File: src/rtl/counter_load_scheduler.sv
// counter_load_scheduler
// Round-robin owner of a shared loadable up-counter. Each grant runs one
// transaction: load the requester's start value, let the counter run for
// WINDOW cycles, sample the count, pulse done to the owner.
// All outputs are registered or decoded from registered state only.
module counter_load_scheduler #(
  parameter int NREQ   = 4,
  parameter int WIDTH  = 8,
  parameter int WINDOW = 5
) (
  input  logic                  clk,
  input  logic                  rst,
  input  logic [NREQ-1:0]       req,
  input  logic [NREQ*WIDTH-1:0] req_data,
  input  logic [WIDTH-1:0]      cnt_out,
  output logic                  cnt_load,
  output logic [WIDTH-1:0]      cnt_data,
  output logic [NREQ-1:0]       gnt,
  output logic [NREQ-1:0]       done,
  output logic [WIDTH-1:0]      result,
  output logic                  busy
);

  localparam int         PW    = $clog2(NREQ);
  localparam logic [7:0] TLAST = 8'(WINDOW - 1);

  typedef enum logic [1:0] {
    S_IDLE = 2'd0,
    S_LOAD = 2'd1,
    S_RUN  = 2'd2,
    S_DONE = 2'd3
  } state_t;

  state_t           state_q,  state_d;
  logic [PW-1:0]    rr_ptr_q, rr_ptr_d;
  logic [NREQ-1:0]  gnt_q,    gnt_d;
  logic [WIDTH-1:0] data_q,   data_d;
  logic [7:0]       timer_q,  timer_d;
  logic [WIDTH-1:0] result_q, result_d;

  logic             win_vld;
  logic [PW-1:0]    win_idx;
  logic [PW-1:0]    cand;
  logic [WIDTH-1:0] win_slice;

  // Round-robin search from rr_ptr+1 upward. Walking the candidates from
  // lowest priority to highest lets the last hit be the winner, no break.
  always_comb begin
    win_vld = 1'b0;
    win_idx = '0;
    cand    = '0;
    for (int k = NREQ; k >= 1; k--) begin
      cand = PW'((int'(rr_ptr_q) + k) % NREQ);
      if (req[cand]) begin
        win_vld = 1'b1;
        win_idx = cand;
      end
    end
  end

  // Winner's start value, captured only on the grant edge.
  always_comb begin
    win_slice = req_data[int'(win_idx)*WIDTH +: WIDTH];
  end

  // Next-state logic; arbitration shares IDLE and DONE so a pending
  // request moves straight from DONE to LOAD without an idle gap.
  always_comb begin
    state_d  = state_q;
    rr_ptr_d = rr_ptr_q;
    gnt_d    = gnt_q;
    data_d   = data_q;
    timer_d  = timer_q;
    result_d = result_q;
    case (state_q)
      S_IDLE, S_DONE: begin
        if (win_vld) begin
          state_d  = S_LOAD;
          gnt_d    = {{(NREQ-1){1'b0}}, 1'b1} << win_idx;
          rr_ptr_d = win_idx;
          data_d   = win_slice;
        end else begin
          state_d  = S_IDLE;
          gnt_d    = '0;
        end
      end
      S_LOAD: begin
        timer_d = '0;
        state_d = S_RUN;
      end
      S_RUN: begin
        timer_d = timer_q + 8'd1;
        if (timer_q == TLAST) begin
          // Counter was loaded at the LOAD edge and has stepped
          // WINDOW-1 times by now.
          result_d = cnt_out;
          state_d  = S_DONE;
        end
      end
      default: state_d = S_IDLE;
    endcase
  end

  // State registers; async reset aborts any transaction without a done.
  always_ff @(posedge clk or negedge rst) begin
    if (!rst) begin
      state_q  <= S_IDLE;
      rr_ptr_q <= PW'(NREQ - 1);
      gnt_q    <= '0;
      data_q   <= '0;
      timer_q  <= '0;
      result_q <= '0;
    end else begin
      state_q  <= state_d;
      rr_ptr_q <= rr_ptr_d;
      gnt_q    <= gnt_d;
      data_q   <= data_d;
      timer_q  <= timer_d;
      result_q <= result_d;
    end
  end

  // Output decode from registered state only.
  always_comb begin
    cnt_load = (state_q == S_LOAD);
    cnt_data = (state_q == S_LOAD) ? data_q : '0;
    gnt      = gnt_q;
    done     = (state_q == S_DONE) ? gnt_q : '0;
    result   = result_q;
    busy     = (state_q != S_IDLE);
  end

endmodule

File: config.mk
export PLATFORM = sky130hd
export DESIGN_NAME = counter_load_scheduler
export DESIGN_NICKNAME = d
export VERILOG_FILES = /design/src/rtl/counter_load_scheduler.sv
export SDC_FILE = /design/constraint.sdc
export NUM_CORES = 1
export LEC_CHECK = 0
export CAP_MARGIN = 20
export CORE_MARGIN = 2
export CORE_UTILIZATION = 48
export DETAILED_ROUTE_END_ITERATION = 12
export HOLD_SLACK_MARGIN = 0.06
export PLACE_DENSITY = 0.87
export SLEW_MARGIN = 20
export SYNTH_ARGS = -nofsm -noshare
export SYNTH_HDL_FRONTEND = slang
export SYNTH_SLANG_ARGS = --single-unit
File: constraint.sdc
create_clock -name clk -period 3 [get_ports clk]
set_clock_uncertainty 0.15 [all_clocks]
set_input_delay 0.45 -clock clk [delete_from_list [all_inputs] [get_ports clk]]
set_output_delay 0.45 -clock clk [all_outputs]
set_load 0.005 [all_outputs]
Fig. 1: the metal 3 layer
The bar under the picture is 20 um long.
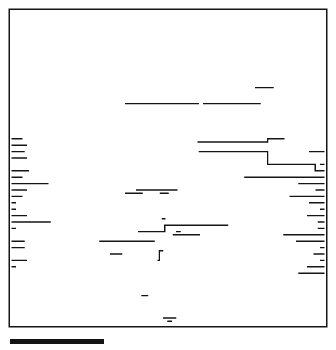
nets with wire on the layer: 48
main direction: horizontal
final WL: 4610 um
met3 routing resource usage after global routing: 5.17%
routed via count: 1739

Fig. 2: track usage over the die
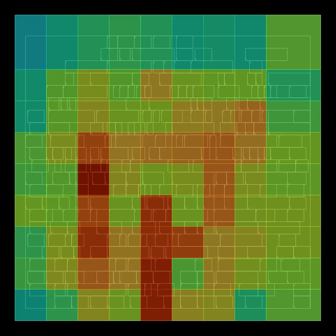
met2 track demand over resource in global routing: 39.9%
most used routing layer: met2
global-route total usage across every layer: 23.1%
final cell utilization of the core: 74.1%

==> results.rst <==
Implementation results
======================

.. list-table::
   :header-rows: 1

   * - Metric
     - Value
   * - Run status
     - finished clean
   * - Kind of launch point of the worst setup path
     - flip-flop
   * - Deepest clock path buffer count
     - 2
   * - Switch Pwr
     - 901 uW
   * - Via density per instance
     - 5.47
   * - Kind of capture point of the worst setup path
     - output pin
   * - Post-route setup TNS
     - 0 ns
   * - Clock-pin slew on the worst setup and hold paths
     - 0.07 ns
   * - Ys Warns
     - 0
   * - Setup repair after global routing missed its margin
     - false
   * - Seq cells post-synth
     - 32
   * - DIE AREA
     - 4510 um^2
   * - Fraction of power consumed by combinational cells
     - 52.5%
   * - Layout overhead on the synthesized area
     - 45.0%
   * - Number of antenna violations at the first check in global routing
     - 0
   * - Flop2flop setup slack
     - 0.67 ns
   * - Layout net count
     - 321
   * - Synthesized Nets
     - 248
   * - Count of flip-flops with a built-in enable after synthesis
     - 0
   * - Cell Chain, Critical Path
     - inv_1 -> ha_1 -> and2_1 -> clkdlybuf4s50_1
   * - Final Power
     - 2.41 mW
   * - Tightest Pin Transition
     - 0.932 ns
   * - Total internal power
     - 1.51 mW
   * - Row count
     - 22
   * - Via count of the first global-routing pass
     - 1779
   * - GRT overflow
     - 0
   * - Share of post-route cells with drive strength above 1
     - 8.15%
   * - Synthesized chip area reported by yosys
     - 1910 um^2
   * - Floorplan die height
     - 67.2 um
   * - Part of the Yosys area used for sequential elements
     - 42.0%
   * - Syn Area/Cell
     - 9.77 um^2
   * - Worst Min Path Start
     - result[6]
   * - Worst r2r src
     - rr_ptr_q[1]
   * - CTS Buf Count
     - 5
   * - FFs w/ async S/R, synth
     - 100%
   * - Clock insertion delay at the later pin of the skew report
     - 0.29 ns
   * - XOR/XNOR Fraction of Synth Area
     - 0%
   * - Highest fanout seen on the critical path
     - 9
   * - Final number of max-transition violations
     - 0
   * - Basic-gate share of the synthesized area counting and, or, nand and nor cells
     - 16.8%
   * - I/O pin cnt
     - 72
   * - Slowest library cell on the worst path
     - clkdlybuf4s50_1
   * - Path type of the worst setup path
     - flip-flop to output pin
   * - Leakage component of the power
     - 1.21 nW
   * - Number of search-and-repair iterations in the first detailed-routing pass
     - 4
   * - Number of sinks driven by the clock tree
     - 32
   * - Total tool warning count
     - 30
   * - Number of distinct library cell variants in the gate-level netlist after synthesis
     - 36
   * - Post-route DRC violation count
     - 0
   * - Number of port buffers
     - 71
   * - Number of routed nets with antenna violations
     - 0
   * - Number of resized instances in the post-cts repair step
     - 0
   * - # diodes
     - 0
   * - Post-synth top flop
     - dfrtp_1
   * - Die W
     - 67.2 um
   * - Global placement routability congestion
     - 0.815
   * - Instance area at placement
     - 2650 um^2
   * - Total power divided by cell area
     - 870 nW/um^2
   * - Switching share of power
     - 37.3%
   * - Area fraction in full adders, half adders and majority gates
     - 3.92%
   * - Fmax
     - 0.410 GHz
   * - Buffers plus inverters on the worst setup path
     - 2
   * - Shortest clock period the worst path allows after layout
     - 2.44 ns
   * - Count of cells along the worst register-to-register path
     - 5
   * - Pin count of the biggest net entering global routing
     - 33
   * - Final HPWL from detailed placement
     - 3450 um
   * - Logic depth of the worst setup path including buffers
     - 4
   * - Number of cells in Yosys stat
     - 196
   * - Share of synthesized cell area in and-or and or-and compound cells
     - 19.7%
   * - Root buffer cell
     - clkbuf_8
   * - Worst-case vdd ir drop
     - 512 uV
   * - Clock network fraction of design power
     - 18.7%
   * - Endpoint of the lowest-slack register-to-register path
     - data_q[0]
   * - Post-CTS Repair Setup Buffers
     - 0
   * - First-pass GRT wire length
     - 7920 um
   * - Cell family contributing the most delay on the critical path
     - buffers and inverters
   * - Sequential cell fraction of total power
     - 28.8%
   * - Number of fillers in the final layout
     - 286
   * - Number of levels the H-tree was split into
     - 2
   * - Setup-failing EPs final
     - 0
   * - Main logic family
     - AND-OR/OR-AND gates
   * - Cts-stage hold buffer count
     - 0
   * - CTS tree
     - yes
   * - Most instantiated logic cells after routing
     - clkdlybuf4s50_1, dfrtp_1, a211oi_1, nand2_1, inv_1
   * - Largest stage delay on the critical path
     - 0.51 ns
   * - Wirelength per Cell
     - 14.5 um
   * - Violation tally from detailed-route iteration zero
     - 98
   * - Number of max-cap violations
     - 0
   * - CP Data Arrival Time
     - 1.84 ns
   * - Summed instance area of the synthesized netlist
     - 1910 um^2
   * - Slew margin rel.
     - 37.4%
   * - Instance tally after logic synthesis
     - 196
   * - Destination of the critical timing path
     - cnt_data[3]
   * - Mux share
     - 10.5%
   * - Starting density of the core
     - 51.1%
   * - Required arrival time at the worst endpoint
     - 2.40 ns
   * - Worst Hold Class
     - flip-flop to flip-flop
   * - Period utilization
     - 81.4%
   * - Crit. Startpoint
     - state_q[1]
   * - Area of the placeable core
     - 3740 um^2
   * - Final-report hold violation count
     - 0
   * - Post-route cell area
     - 2780 um^2
Fig. 3: gate-type map
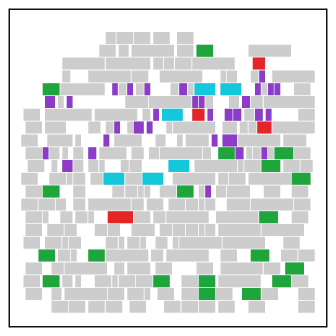
| family | color | cells | most used |
|---|---|---|---|
| adder and majority cells | cyan | 6 | ha_1 |
| multiplexers | green | 19 | mux2i_1 |
| NAND gates | purple | 31 | nand2_1 |
| AND-OR and OR-AND gates | red | 4 | a21o_1 |
dominant logic cell type in the layout: clkdlybuf4s50_1
Layout Cells excl Fill: 318
Comb/total area: 35.1%

## per-layer routing
metal,global-route usage (%),wire length [um]
met5,0,0
met4,10.2,104
met3,5.17,262
met2,39.9,2350
met1,27.5,1900
## Yosys cell counts, types with 3 or more instances
master	n	area, um^2
nor2_1	11	41.3
nand2b_1	3	18.8
dfrtp_1	30	751
a31oi_1	3	18.8
nand2_1	20	75.1
mux2_1	8	90.1
mux2i_1	11	110
ha_1	6	75.1
and3_1	3	18.8
o21ai_0	8	40.0
a211oi_1	24	180
nor3_1	3	15.0
inv_1	16	60.1
and2_1	13	81.3
clkbuf_1	4	15.0
nand3_1	7	35.0
## power groups by stage
stage               registers (mW)  logic [mW]  clock network [mW]
detailed placement           0.702        1.27                   0
CTS                          0.695        1.27               0.459
global route                 0.716        1.40               0.478
finish                       0.695        1.27               0.452
global placement             0.692        1.22                   0
floorplan                    0.669       0.817                   0
## layout make-up
cell class,instances,area [um^2],area share [%]
multi-input cells,136,973,35.1
repair buffers,75,741,26.7
inverters,19,71.3,2.57
clock buffers,7,96.3,3.47
well taps,48,60.1,2.16
clock inverters,1,30.0,1.08
flip-flops and latches,32,803,28.9
## through the flow
step | worst slack [ns] | instances | hold WS [ns]
floorplan | 0.992 | 196 | 0.00441
global placement | 0.346 | 310 | 0.322
detailed placement | 0.283 | 310 | 0.336
global route | 0.441 | 318 | 0.375
finish | 0.558 | 318 | 0.339
CTS | 0.527 | 318 | 0.345
## worst min path at each step
stage,endpoint,slack (ns),depth (start not counted)
after floorplan,data_q[0],0.004,0
after global placement,result[2],0.32,1
after detailed placement,result[6],0.34,1
after CTS,result[6],0.34,1
after global routing,result[1],0.37,1
final,result[6],0.34,1
## registers in the layout (all words and copies together), names as in the netlist
register / count
data_q: 8
gnt: 4
result: 8
rr_ptr_q: 2
state_q: 2
timer_q: 8
Power is estimated from default activity; no workload was simulated.
